**Run 1: sequential cells grouped by signal name**

Drawn at 1 px/um. Other sequential cells in the stronger gray, the rest of the logic in the fainter gray.
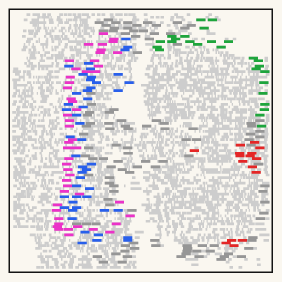
**Run 1: ports around the boundary**

Drawn at 2 px/um. Pins as bars across the die edge, other pins in gray.
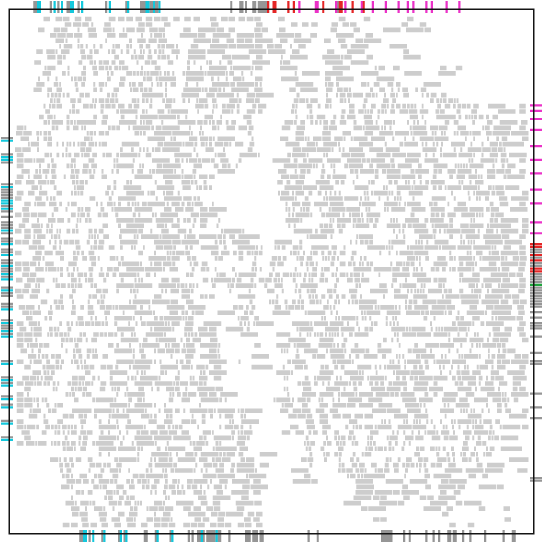
**Run 1: a small window of the routed layout**

Window x 118 to 143, y 66 to 91 um. Cells in gray, sequential cells in the stronger gray; small squares are vias.
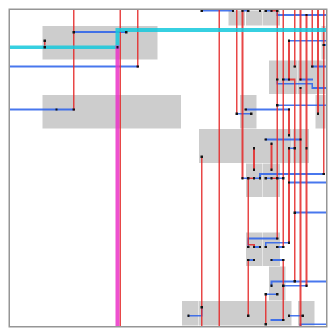
**Run 1: routing congestion**

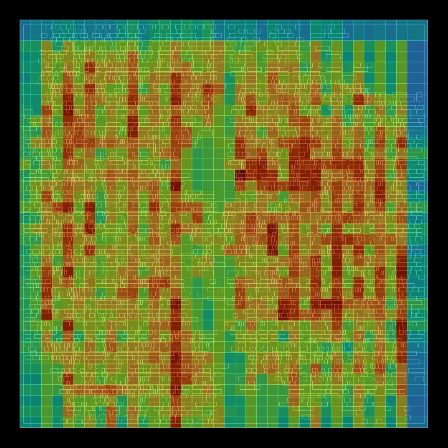
## src/rtl/agc_gain_control_pkg.sv

```systemverilog
// Shared definitions for the AGC gain loop: FSM state encodings, gain
// limits and the reset gain.
package agc_gain_control_pkg;

    typedef enum logic [1:0] {
        ST_IDLE    = 2'd0,
        ST_COMPARE = 2'd1,
        ST_UPDATE  = 2'd2,
        ST_SETTLE  = 2'd3
    } agc_state_e;

    localparam int unsigned GAIN_MIN   = 32'd1;
    localparam int unsigned GAIN_RESET = 32'd1;

    // Largest gain representable in a w-bit unsigned register.
    function automatic int unsigned gain_max(input int unsigned w);
        return (32'd1 << w) - 32'd1;
    endfunction

endpackage

```

## src/rtl/agc_gain_control_mult.sv

```systemverilog
// agc_gain_mult: two-stage I/Q register-and-multiply pipeline.
// Stage 1 captures samples on valid and holds otherwise; stage 2 forms the
// full-width unsigned product with the gain sampled once per cycle.
module agc_gain_mult #(
    parameter int W_IN   = 16,
    parameter int W_GAIN = 10
) (
    input  logic                     clk,
    input  logic                     rst_n,
    input  logic [W_IN-1:0]          in_i,
    input  logic [W_IN-1:0]          in_q,
    input  logic                     in_valid,
    input  logic [W_GAIN-1:0]        gain,
    output logic [W_IN+W_GAIN-1:0]   out_i,
    output logic [W_IN+W_GAIN-1:0]   out_q,
    output logic                     out_valid
);

    localparam int W_OUT = W_IN + W_GAIN;

    logic [W_IN-1:0] s1_i_r;
    logic [W_IN-1:0] s1_q_r;
    logic            s1_valid_r;

    // Stage 1: capture samples when qualified, hold otherwise; valid delays independently.
    always_ff @(posedge clk or negedge rst_n) begin
        if (!rst_n) begin
            s1_i_r     <= {W_IN{1'b0}};
            s1_q_r     <= {W_IN{1'b0}};
            s1_valid_r <= 1'b0;
        end else begin
            s1_valid_r <= in_valid;
            if (in_valid) begin
                s1_i_r <= in_i;
                s1_q_r <= in_q;
            end else begin
                s1_i_r <= s1_i_r;
                s1_q_r <= s1_q_r;
            end
        end
    end

    // Stage 2: full-width products using the gain present this cycle.
    always_ff @(posedge clk or negedge rst_n) begin
        if (!rst_n) begin
            out_i     <= {W_OUT{1'b0}};
            out_q     <= {W_OUT{1'b0}};
            out_valid <= 1'b0;
        end else begin
            out_i     <= {{W_GAIN{1'b0}}, s1_i_r} * {{W_IN{1'b0}}, gain};
            out_q     <= {{W_GAIN{1'b0}}, s1_q_r} * {{W_IN{1'b0}}, gain};
            out_valid <= s1_valid_r;
        end
    end

endmodule

```

## src/rtl/agc_gain_control.sv

```systemverilog
// agc_gain_control: closes the AGC loop. Compares the smoothed level with a
// target window, steps the gain, and applies it to the I/Q stream.
// Optional build macro AGC_FREEZE_EN adds an agc_freeze input that parks the
// loop in IDLE and holds gain/locked while asserted.
module agc_gain_control
    import agc_gain_control_pkg::*;
#(
    parameter int W_IN       = 16,
    parameter int W_GAIN     = 10,
    parameter int W_LVL      = 48,
    parameter int GAIN_STEP  = 1,
    parameter int SETTLE_CNT = 16,
    parameter int LOCK_CNT   = 8
) (
    input  logic                    clk,
    input  logic                    rst_n,
    input  logic [W_LVL-1:0]        level_in,
    input  logic                    level_valid,
    input  logic [W_LVL-1:0]        target_level,
    input  logic [W_LVL-1:0]        hysteresis,
    input  logic [W_IN-1:0]         s_chans_dataI,
    input  logic [W_IN-1:0]         s_chans_dataQ,
    input  logic                    s_chans_valid,
    output logic [W_IN+W_GAIN-1:0]  m_dataI,
    output logic [W_IN+W_GAIN-1:0]  m_dataQ,
    output logic                    m_valid,
    output logic [W_GAIN-1:0]       gain_out,
    output logic                    locked
`ifdef AGC_FREEZE_EN
    ,
    input  logic                    agc_freeze
`endif
);

    localparam int LOCK_W   = $clog2(LOCK_CNT + 1);
    localparam int SETTLE_W = $clog2(SETTLE_CNT + 1);

    localparam logic [W_GAIN:0]     GAIN_MIN_X  = (W_GAIN+1)'(GAIN_MIN);
    localparam logic [W_GAIN:0]     GAIN_MAX_X  = (W_GAIN+1)'(gain_max(W_GAIN));
    localparam logic [W_GAIN:0]     GAIN_STEP_X = (W_GAIN+1)'(GAIN_STEP);
    localparam logic [W_GAIN-1:0]   GAIN_RST    = W_GAIN'(GAIN_RESET);
    localparam logic [LOCK_W-1:0]   LOCK_MAX    = LOCK_W'(LOCK_CNT);
    localparam logic [SETTLE_W-1:0] SETTLE_LAST = SETTLE_W'(SETTLE_CNT - 1);

    agc_state_e           state_r;
    logic [W_LVL-1:0]     level_r;
    logic [W_LVL:0]       hi_r;
    logic [W_LVL-1:0]     lo_r;
    logic [W_GAIN-1:0]    gain_r;
    logic [LOCK_W-1:0]    lock_cnt_r;
    logic [SETTLE_W-1:0]  settle_cnt_r;
    logic                 locked_r;

    logic                 freeze_s;
    logic [W_GAIN:0]      gain_x_s;
    logic [W_GAIN:0]      gain_up_s;
    logic [W_GAIN:0]      gain_dn_s;
    logic [W_GAIN:0]      upd_gain_x_s;
    logic [W_GAIN-1:0]    upd_gain_s;
    logic [LOCK_W-1:0]    upd_lock_cnt_s;
    logic                 upd_locked_s;
    logic                 upd_changed_s;
    logic                 above_s;
    logic                 below_s;

`ifdef AGC_FREEZE_EN
    assign freeze_s = agc_freeze;
`else
    assign freeze_s = 1'b0;
`endif

    assign gain_x_s = {1'b0, gain_r};
    assign above_s  = {1'b0, level_r} > hi_r;
    assign below_s  = level_r < lo_r;

    // Saturating up/down gain candidates, computed one bit wider to avoid wrap.
    always_comb begin
        gain_up_s = gain_x_s + GAIN_STEP_X;
        if (gain_up_s > GAIN_MAX_X) begin
            gain_up_s = GAIN_MAX_X;
        end else begin
            gain_up_s = gain_up_s;
        end
        if (gain_x_s < (GAIN_MIN_X + GAIN_STEP_X)) begin
            gain_dn_s = GAIN_MIN_X;
        end else begin
            gain_dn_s = gain_x_s - GAIN_STEP_X;
        end
    end

    // Window decision applied in UPDATE: next gain, lock counter and lock flag.
    always_comb begin
        upd_gain_x_s   = gain_x_s;
        upd_lock_cnt_s = lock_cnt_r;
        upd_locked_s   = locked_r;
        if (above_s) begin
            upd_gain_x_s   = gain_dn_s;
            upd_lock_cnt_s = {LOCK_W{1'b0}};
            upd_locked_s   = 1'b0;
        end else if (below_s) begin
            upd_gain_x_s   = gain_up_s;
            upd_lock_cnt_s = {LOCK_W{1'b0}};
            upd_locked_s   = 1'b0;
        end else begin
            if (lock_cnt_r < LOCK_MAX) begin
                upd_lock_cnt_s = lock_cnt_r + LOCK_W'(1);
            end else begin
                upd_lock_cnt_s = LOCK_MAX;
            end
            upd_locked_s = (upd_lock_cnt_s == LOCK_MAX);
        end
        upd_gain_s    = upd_gain_x_s[W_GAIN-1:0];
        upd_changed_s = (upd_gain_s != gain_r);
    end

    // Loop FSM with gain, lock and settle bookkeeping.
    always_ff @(posedge clk or negedge rst_n) begin
        if (!rst_n) begin
            state_r      <= ST_IDLE;
            level_r      <= {W_LVL{1'b0}};
            hi_r         <= {(W_LVL+1){1'b0}};
            lo_r         <= {W_LVL{1'b0}};
            gain_r       <= GAIN_RST;
            lock_cnt_r   <= {LOCK_W{1'b0}};
            settle_cnt_r <= {SETTLE_W{1'b0}};
            locked_r     <= 1'b0;
        end else if (freeze_s) begin
            state_r      <= ST_IDLE;
            lock_cnt_r   <= {LOCK_W{1'b0}};
            settle_cnt_r <= {SETTLE_W{1'b0}};
        end else begin
            case (state_r)
                ST_IDLE: begin
                    if (level_valid) begin
                        level_r <= level_in;
                        state_r <= ST_COMPARE;
                    end else begin
                        state_r <= ST_IDLE;
                    end
                end
                ST_COMPARE: begin
                    hi_r <= {1'b0, target_level} + {1'b0, hysteresis};
                    if (target_level > hysteresis) begin
                        lo_r <= target_level - hysteresis;
                    end else begin
                        lo_r <= {W_LVL{1'b0}};
                    end
                    state_r <= ST_UPDATE;
                end
                ST_UPDATE: begin
                    gain_r     <= upd_gain_s;
                    lock_cnt_r <= upd_lock_cnt_s;
                    locked_r   <= upd_locked_s;
                    if (upd_changed_s) begin
                        state_r <= ST_SETTLE;
                    end else begin
                        state_r <= ST_IDLE;
                    end
                end
                ST_SETTLE: begin
                    if (level_valid) begin
                        if (settle_cnt_r == SETTLE_LAST) begin
                            settle_cnt_r <= {SETTLE_W{1'b0}};
                            state_r      <= ST_IDLE;
                        end else begin
                            settle_cnt_r <= settle_cnt_r + SETTLE_W'(1);
                        end
                    end else begin
                        settle_cnt_r <= settle_cnt_r;
                    end
                end
                default: begin
                    state_r <= ST_IDLE;
                end
            endcase
        end
    end

    assign gain_out = gain_r;
    assign locked   = locked_r;

    agc_gain_mult #(
        .W_IN   (W_IN),
        .W_GAIN (W_GAIN)
    ) u_mult (
        .clk       (clk),
        .rst_n     (rst_n),
        .in_i      (s_chans_dataI),
        .in_q      (s_chans_dataQ),
        .in_valid  (s_chans_valid),
        .gain      (gain_r),
        .out_i     (m_dataI),
        .out_q     (m_dataQ),
        .out_valid (m_valid)
    );

endmodule

```

## config.mk

```make
export PLATFORM = sky130hd
export DESIGN_NAME = agc_gain_control
export DESIGN_NICKNAME = d
export VERILOG_FILES = /design/src/rtl/agc_gain_control_pkg.sv /design/src/rtl/agc_gain_control_mult.sv /design/src/rtl/agc_gain_control.sv
export SDC_FILE = /design/constraint.sdc
export NUM_CORES = 1
export LEC_CHECK = 0
export CELL_PAD_IN_SITES_DETAIL_PLACEMENT = 0
export CELL_PAD_IN_SITES_GLOBAL_PLACEMENT = 1
export CORE_MARGIN = 2
export CORE_UTILIZATION = 42
export CTS_BUF_LIST = sky130_fd_sc_hd__clkbuf_8 sky130_fd_sc_hd__clkbuf_16
export DETAILED_ROUTE_END_ITERATION = 16
export GPL_TIMING_DRIVEN = 0
export PLACE_DENSITY = 0.77
export SLEW_MARGIN = 0
export SYNTH_ARGS = -nofsm -noshare
export SYNTH_HDL_FRONTEND = slang
export SYNTH_HIERARCHICAL = 1
export SYNTH_SLANG_ARGS = --single-unit
```

## constraint.sdc

```tcl
create_clock -name clk -period 6.4 [get_ports clk]
set_input_delay 1.6 -clock clk [delete_from_list [all_inputs] [get_ports clk]]
set_output_delay 1.6 -clock clk [all_outputs]
set_load 0.01 [all_outputs]
```

==> out/metrics.cfg, run 1 <==
[clock_network]
ctsHoldBuffers=0
cts_resized=0
cts.repair_timing.setup_buffer_count=0
cts_root_buf=sky130_fd_sc_hd__clkbuf_16
cts-buffers-inserted=29
clkSinkCount=253
cts.htree.levels=1
clkLatencyLatePin_ns=0.58
tritoncts=built
cts-root-to-sink-buffers=3
clkTransAtPathRegs_ns=0.06

[layout]
buffer_area_share_pct=9.55
n_antenna_cell=0
largest_reg_flops=49
buffers_excl_clock=403
final_nets=4174
final-comb-area_um2=19300
mostFrequentLayoutCells=436 x sky130_fd_sc_hd__inv_1, 365 x sky130_fd_sc_hd__nand2_1, 318 x sky130_fd_sc_hd__ha_1, 252 x sky130_fd_sc_hd__dfrtp_1, 242 x sky130_fd_sc_hd__clkdlybuf4s50_1
final-clk-cell-share_pct=3.34
registers_with_the_most_flip_flops=hi_r: 49 flops, level_r: 48 flops, lo_r: 48 flops
num-multi-input-gates=2332
max_flop_register=hi_r
layout.cells.largest_class=multi-input combinational cells
seq_cell_count=253
final.fill_count=6414
layout-drive-gt1-share_pct=5.04
mostFrequentLayoutCell=sky130_fd_sc_hd__inv_1
inverters=435
area_growth_syn_to_layout_pct=16.7

[detailed_routing]
m1WireLength_um=34100
dr_wl_met3_um=3620
detail-route-antenna-nets=0
routed_wl_met2_um=39000
topRoutingLayerUsed=met5
route.detailed.drc=0
vias_per_cell=5.31
detail_route.first_pass.iterations=5
drtIter0Drc=1308
total_vias_in_the_final_route=23039
postRouteWirelength_um=78600

[worst_setup_path]
crit_chain=clkbuf_1 -> nand2_1 -> fa_1 -> inv_1 -> fa_1 -> inv_1 -> fa_1 -> inv_1 -> fa_1 -> inv_1 -> fa_1 -> inv_1 -> ha_1 -> a21oi_1 -> o211ai_1 -> a31oi_1 -> nand2_1 -> a311oi_1 -> xnor2_1
path_depth=19
launch_point_of_the_worst_reg_to_reg_path=gain_out[3]
cp.arrival_ns=6.58
timing_worst_setup_path_type=flop to flop
critPathCapture=u_mult/out_i[17]
required_time_of_the_worst_setup_path_ns=6.88
end_kind=flop
timing.critical_path.from_type=flop
r2r_path_end=u_mult/out_i[17]
r2r.worst_path.cells=19
cp_slowest_stage_delay_ns=0.67
critical_path_peak_fanout=10
timing.critical_path.slowest_stage_cell=sky130_fd_sc_hd__dfrtp_1
r2r_slack_ns=0.30
setup.worst_path.start=gain_out[3]
critical-path-top-delay-family=adder cells

[logic_synthesis]
synth-async-reset-ratio_pct=100
post-synth-top-area-fraction_pct=22.6
adder_share_pct=30.2
complex_gates_by_area_pct=15.7
synth.mux.area_fraction_pct=3.41
synthCells=3178
synth_top_cell_by_count=sky130_fd_sc_hd__inv_1
postSynthSeqShare_pct=22.7
ys_top_logic_family=adder cells
synth.cellmix.xorXnorShare_pct=3.93
synth_cell_type_count=88
yosys-stat-cells=3178
common_cells=433 x sky130_fd_sc_hd__inv_1, 365 x sky130_fd_sc_hd__nand2_1, 318 x sky130_fd_sc_hd__ha_1
ys_chip_area_um2=27900
synth.cellmix.simpleShare_pct=15.9
synthDominantAreaCellType=sky130_fd_sc_hd__dfrtp_1
dominantRegCellSynth=sky130_fd_sc_hd__dfrtp_1
synth-edff-count=0
synth.cell_area_um2=27900
syn-num-nets=3898
top_cells_by_area=sky130_fd_sc_hd__dfrtp_1 23%, sky130_fd_sc_hd__fa_1 16%, sky130_fd_sc_hd__ha_1 14%, sky130_fd_sc_hd__inv_1 5.8%, sky130_fd_sc_hd__nand2_1 4.9%
synth_warnings=6

[floorplanning]
placeableCoreArea_um2=65700
floorplan.io_pins=244
initial_utilization_pct=42.4
number_of_standard_cell_rows_in_the_floorplan=94

[pwr]
combPwrFrac_pct=71.8
switching_power_mw=8.24
irDropWorstVdd_mv=0.580
sw_frac_of_total_pct=49.2
power.clock.total_mw=1.91
power_sequential_mw=2.81
total_internal_power_mw=8.52
combinationalPower_mw=12.0
finalPower_mw=16.8
leakagePower_nw=15.5
power_per_cell_area_nw_per_um2=515
seqPwrFrac_pct=16.8
top_power_group=combinational logic
power.clock.fraction_pct=11.4

[final_timing]
setup_tns_ns=0
finClkSkew_ns=0.0108
max_freq_mhz=164
unrepaired_setup_endpoints_after_global_routing=false
post-route-worst-setup-slack_ns=0.302
worst-slew-pin-transition_ns=0.874
final-max-slew-violation-count=0
fin_worst_hold_slack_ns=0.367
final_period_demand_of_the_worst_path_ns=6.10
final_report_hold_violation_count=0
final_min_period_over_clock_period_pct=95.3

[global_routing]
grt_max_degree=105
grt_first_pass_wirelength_um=124000
grt.overflow.total=0
first_global_vias=22919
number_of_antenna_violations_at_the_first_check_in_global_routing=3
groute.layer.met3.usage_pct=2.53

[place]
post_dp_hpwl_um=63300
placed_cells=4287
pre_cts_slack_ns=0.140
gpl_congestion=0.893
placedInstanceArea_um2=31400

[run_status]
run_status=completed

[job]
timing.max_cap.violations=0
stage_log_warnings=78

[hold_path]
hold_path_end=u_mult/out_valid
hold_depth=0
min-delay-start=u_mult/s1_valid_r
worst_hold_path_type=flop to flop

## Picture notes: 'sequential cells grouped by signal name'
legend:
  hi_r:
    color: magenta
    sequential_cells: 49
    where: a vertical strip on the left
  u_mult/s1_q_r:
    color: red
    sequential_cells: 16
  lo_r:
    color: blue
    sequential_cells: 48
  u_mult/out_i:
    color: green
    sequential_cells: 26
    where: top right
not colored: 114
flop share of the area: 19.5%
Post-Route Utilization: 49.5%
storage element area: 6330 um^2

## Picture notes: 'ports around the boundary'
legend:
  m_valid:
    color: green
    pins: 1
    direction: output
    edge: right
  target_level:
    color: cyan
    pins: 48
    direction: input
    edge: 25 left, 13 top, 10 bottom
  m_dataI:
    color: magenta
    pins: 26
    direction: output
    edge: 15 top, 11 right
  s_chans_dataI:
    color: red
    pins: 16
    direction: input
    edge: 10 top, 6 right
all pins by edge: 66 top, 65 left, 64 bottom, 49 right
number of buffers added on ports: 243
Die Width: 262 um
overall die height: 262 um

## Picture notes: 'a small window of the routed layout'
legend:
  met4:
    color: magenta
  met2:
    color: red
  met3:
    color: cyan
  met1:
    color: blue
most frequent: nand2_1 (6), inv_1 (3), fa_1 (2)
cells with their middle in the window: 14
sequential cells in the window: 0

## Picture notes: 'routing congestion'
routing layer with the top usage in global route: met2
global routing usage on met1: 30.1%
routed wirelength normalized by instance count: 18.1 um
overall fraction of global-route tracks in use: 23.0%
met2 usage in global routing: 40.6%

## Run 2: what changed since run 1
--- a/config.mk
+++ b/config.mk
@@ -16,5 +16,4 @@
 export SLEW_MARGIN = 0
 export SYNTH_ARGS = -nofsm -noshare
 export SYNTH_HDL_FRONTEND = slang
-export SYNTH_HIERARCHICAL = 1
 export SYNTH_SLANG_ARGS = --single-unit
**Run 2: a small window of the routed layout**

Window x 116 to 141, y 65 to 90 um. Cells in gray, sequential cells in the stronger gray; small squares are vias.
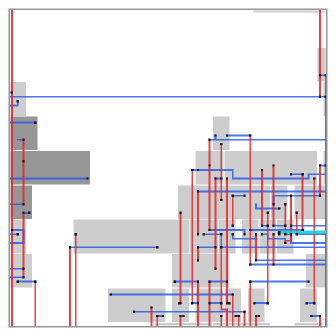
legend:
  met2:
    color: red
  met1:
    color: blue
  met3:
    color: cyan
cells with their middle in the window: 19
netlist names of flops here include: level_r (1)
sequential cells in the window: 1
most frequent: nand2_1 (6), inv_1 (4), and2_1 (3)

**Run 2: ports around the boundary**

Drawn at 2 px/um. Pins as bars across the die edge, other pins in gray.
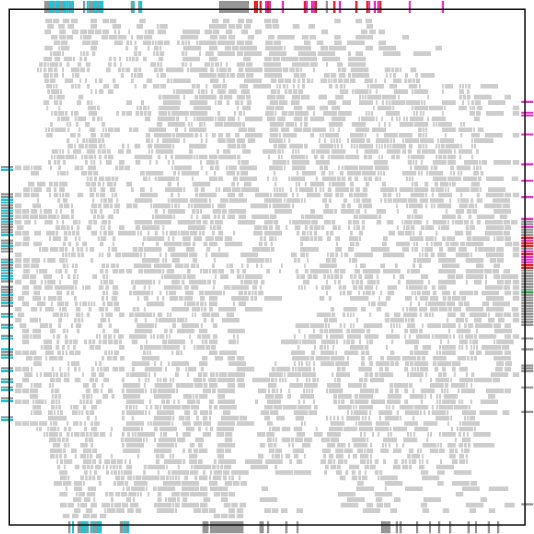
legend:
  target_level:
    color: cyan
    pins: 48
    direction: input
    edge: 24 left, 15 top, 9 bottom
  s_chans_dataI:
    color: red
    pins: 16
    direction: input
    edge: 10 top, 6 right
  m_valid:
    color: green
    pins: 1
    direction: output
    edge: right
  m_dataI:
    color: magenta
    pins: 26
    direction: output
    edge: 14 right, 12 top
all pins by edge: 69 top, 60 bottom, 60 left, 55 right
Die Width: 257 um
overall die height: 257 um

==> out/metrics.cfg, run 2 <==
[worst_setup_path]
timing.critical_path.slowest_stage_cell=sky130_fd_sc_hd__fa_1
required_time_of_the_worst_setup_path_ns=6.90
cp.arrival_ns=6.63
timing_worst_setup_path_type=flop to flop
path_depth=19
r2r.worst_path.cells=19
critical-path-top-delay-family=adder cells
cp_slowest_stage_delay_ns=0.54
critPathCapture=u_mult.out_q[25]
launch_point_of_the_worst_reg_to_reg_path=gain_out[6]
setup.worst_path.start=gain_out[6]
critical_path_peak_fanout=10
end_kind=flop
r2r_path_end=u_mult.out_q[25]
r2r_slack_ns=0.27
timing.critical_path.from_type=flop
crit_chain=clkbuf_1 -> and2_1 -> fa_1 -> fa_1 -> fa_1 -> fa_1 -> inv_1 -> fa_1 -> inv_1 -> ha_1 -> and4_2 -> and2_1 -> a2111o_1 -> a221oi_2 -> o21ai_2 -> o41ai_2 -> o21bai_1 -> a21oi_2 -> xnor2_1

[pwr]
combinationalPower_mw=15.4
power.clock.total_mw=1.63
combPwrFrac_pct=77.2
power_per_cell_area_nw_per_um2=629
leakagePower_nw=15.4
switching_power_mw=9.70
seqPwrFrac_pct=14.6
total_internal_power_mw=10.2
finalPower_mw=19.9
sw_frac_of_total_pct=48.8
power.clock.fraction_pct=8.2
top_power_group=combinational logic
irDropWorstVdd_mv=0.614

[floorplanning]
placeableCoreArea_um2=63200
initial_utilization_pct=42.6
floorplan.io_pins=244

[detailed_routing]
detail-route-antenna-nets=0
route.detailed.drc=0
postRouteWirelength_um=76400
routed_wl_met2_um=37300
m1WireLength_um=32900
dr_wl_met3_um=3510
total_vias_in_the_final_route=21881
vias_per_cell=5.28
wire_per_inst_um=18.4
drtIter0Drc=1189
topRoutingLayerUsed=met5
detail_route.first_pass.iterations=5

[logic_synthesis]
ys_top_logic_family=adder cells
synth-async-reset-ratio_pct=100
top_cells_by_area=sky130_fd_sc_hd__dfrtp_1 23%, sky130_fd_sc_hd__fa_1 17%, sky130_fd_sc_hd__ha_1 15%, sky130_fd_sc_hd__inv_1 6.3%, sky130_fd_sc_hd__nand2_1 4.4%
synth_cell_type_count=94
synthCells=3010
synthDominantAreaCellType=sky130_fd_sc_hd__dfrtp_1
post-synth-top-area-fraction_pct=23.4
adder_share_pct=31.3
dominantRegCellSynth=sky130_fd_sc_hd__dfrtp_1
yosys-stat-cells=3010
syn-num-nets=3730
ys_chip_area_um2=26900
synth_warnings=0
postSynthSeqShare_pct=23.5
synth-edff-count=0
synth.cellmix.xorXnorShare_pct=4.30
synth.cell_area_um2=26900
synth_top_cell_by_count=sky130_fd_sc_hd__inv_1
complex_gates_by_area_pct=14.4
common_cells=451 x sky130_fd_sc_hd__inv_1, 318 x sky130_fd_sc_hd__ha_1, 314 x sky130_fd_sc_hd__nand2_1
synth.cellmix.simpleShare_pct=14.4
synth.mux.area_fraction_pct=3.50

[final_timing]
final-max-slew-violation-count=0
unrepaired_setup_endpoints_after_global_routing=false
final_period_demand_of_the_worst_path_ns=6.13
finClkSkew_ns=0.0206
post-route-worst-setup-slack_ns=0.270
max_freq_mhz=163
final_min_period_over_clock_period_pct=95.8
fin_worst_hold_slack_ns=0.355
final_report_hold_violation_count=0
worst-slew-pin-transition_ns=0.975
setup_tns_ns=0

[layout]
largest_reg_flops=49
max_flop_register=hi_r
final_nets=4002
final-clk-cell-share_pct=2.83
layout.cells.largest_class=multi-input combinational cells
final-comb-area_um2=18300
mostFrequentLayoutCells=458 x sky130_fd_sc_hd__inv_1, 317 x sky130_fd_sc_hd__ha_1, 314 x sky130_fd_sc_hd__nand2_1, 244 x sky130_fd_sc_hd__dfrtp_1, 242 x sky130_fd_sc_hd__clkdlybuf4s50_1
buffers_excl_clock=393
n_antenna_cell=0
final.fill_count=5901
layout-drive-gt1-share_pct=6.94
area_growth_syn_to_layout_pct=17.5
mostFrequentLayoutCell=sky130_fd_sc_hd__inv_1
registers_with_the_most_flip_flops=hi_r: 49 flops, level_r: 48 flops, lo_r: 48 flops
inverters=454
seq_cell_count=253
num-multi-input-gates=2152
buffer_area_share_pct=10.4

[clock_network]
cts-root-to-sink-buffers=3
clkTransAtPathRegs_ns=0.07
tritoncts=built
cts-buffers-inserted=28
cts_root_buf=sky130_fd_sc_hd__clkbuf_16
cts_resized=60
clkSinkCount=253
cts.htree.levels=1
cts.repair_timing.setup_buffer_count=15
ctsHoldBuffers=0

[place]
place.port_buffers=243
gpl_congestion=0.945
placedInstanceArea_um2=30500
post_dp_hpwl_um=62300
placed_cells=4101
pre_cts_slack_ns=-1.22

[global_routing]
grt_util_all_layers_pct=23.2
groute.layer.met3.usage_pct=2.46
grt_max_degree=120
grt_most_used_layer=met2
grt_first_pass_wirelength_um=123000
first_global_vias=22745
grt.overflow.total=0
use_met1_pct=30.3
grt.met2_usage_pct=40.0
number_of_antenna_violations_at_the_first_check_in_global_routing=2

[hold_path]
min-delay-start=u_mult.s1_valid_r
hold_depth=0
hold_path_end=u_mult.out_valid
worst_hold_path_type=flop to flop

[run_status]
run_status=completed

[job]
timing.max_cap.violations=0
stage_log_warnings=81

**Run 2: sequential cells grouped by signal name**

Drawn at 1 px/um. Other sequential cells in the stronger gray, the rest of the logic in the fainter gray.
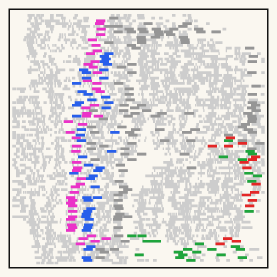
legend:
  u_mult.out_q:
    color: green
    sequential_cells: 26
  lo_r:
    color: blue
    sequential_cells: 48
  hi_r:
    color: magenta
    sequential_cells: 49
  u_mult.s1_q_r:
    color: red
    sequential_cells: 16
not colored: 114
flop share of the area: 20.1%
Post-Route Utilization: 50.0%
storage element area: 6340 um^2
power consumed by sequential cells: 2.91 mW

Power figures rest on the tool's default switching activity, not on a simulated workload.
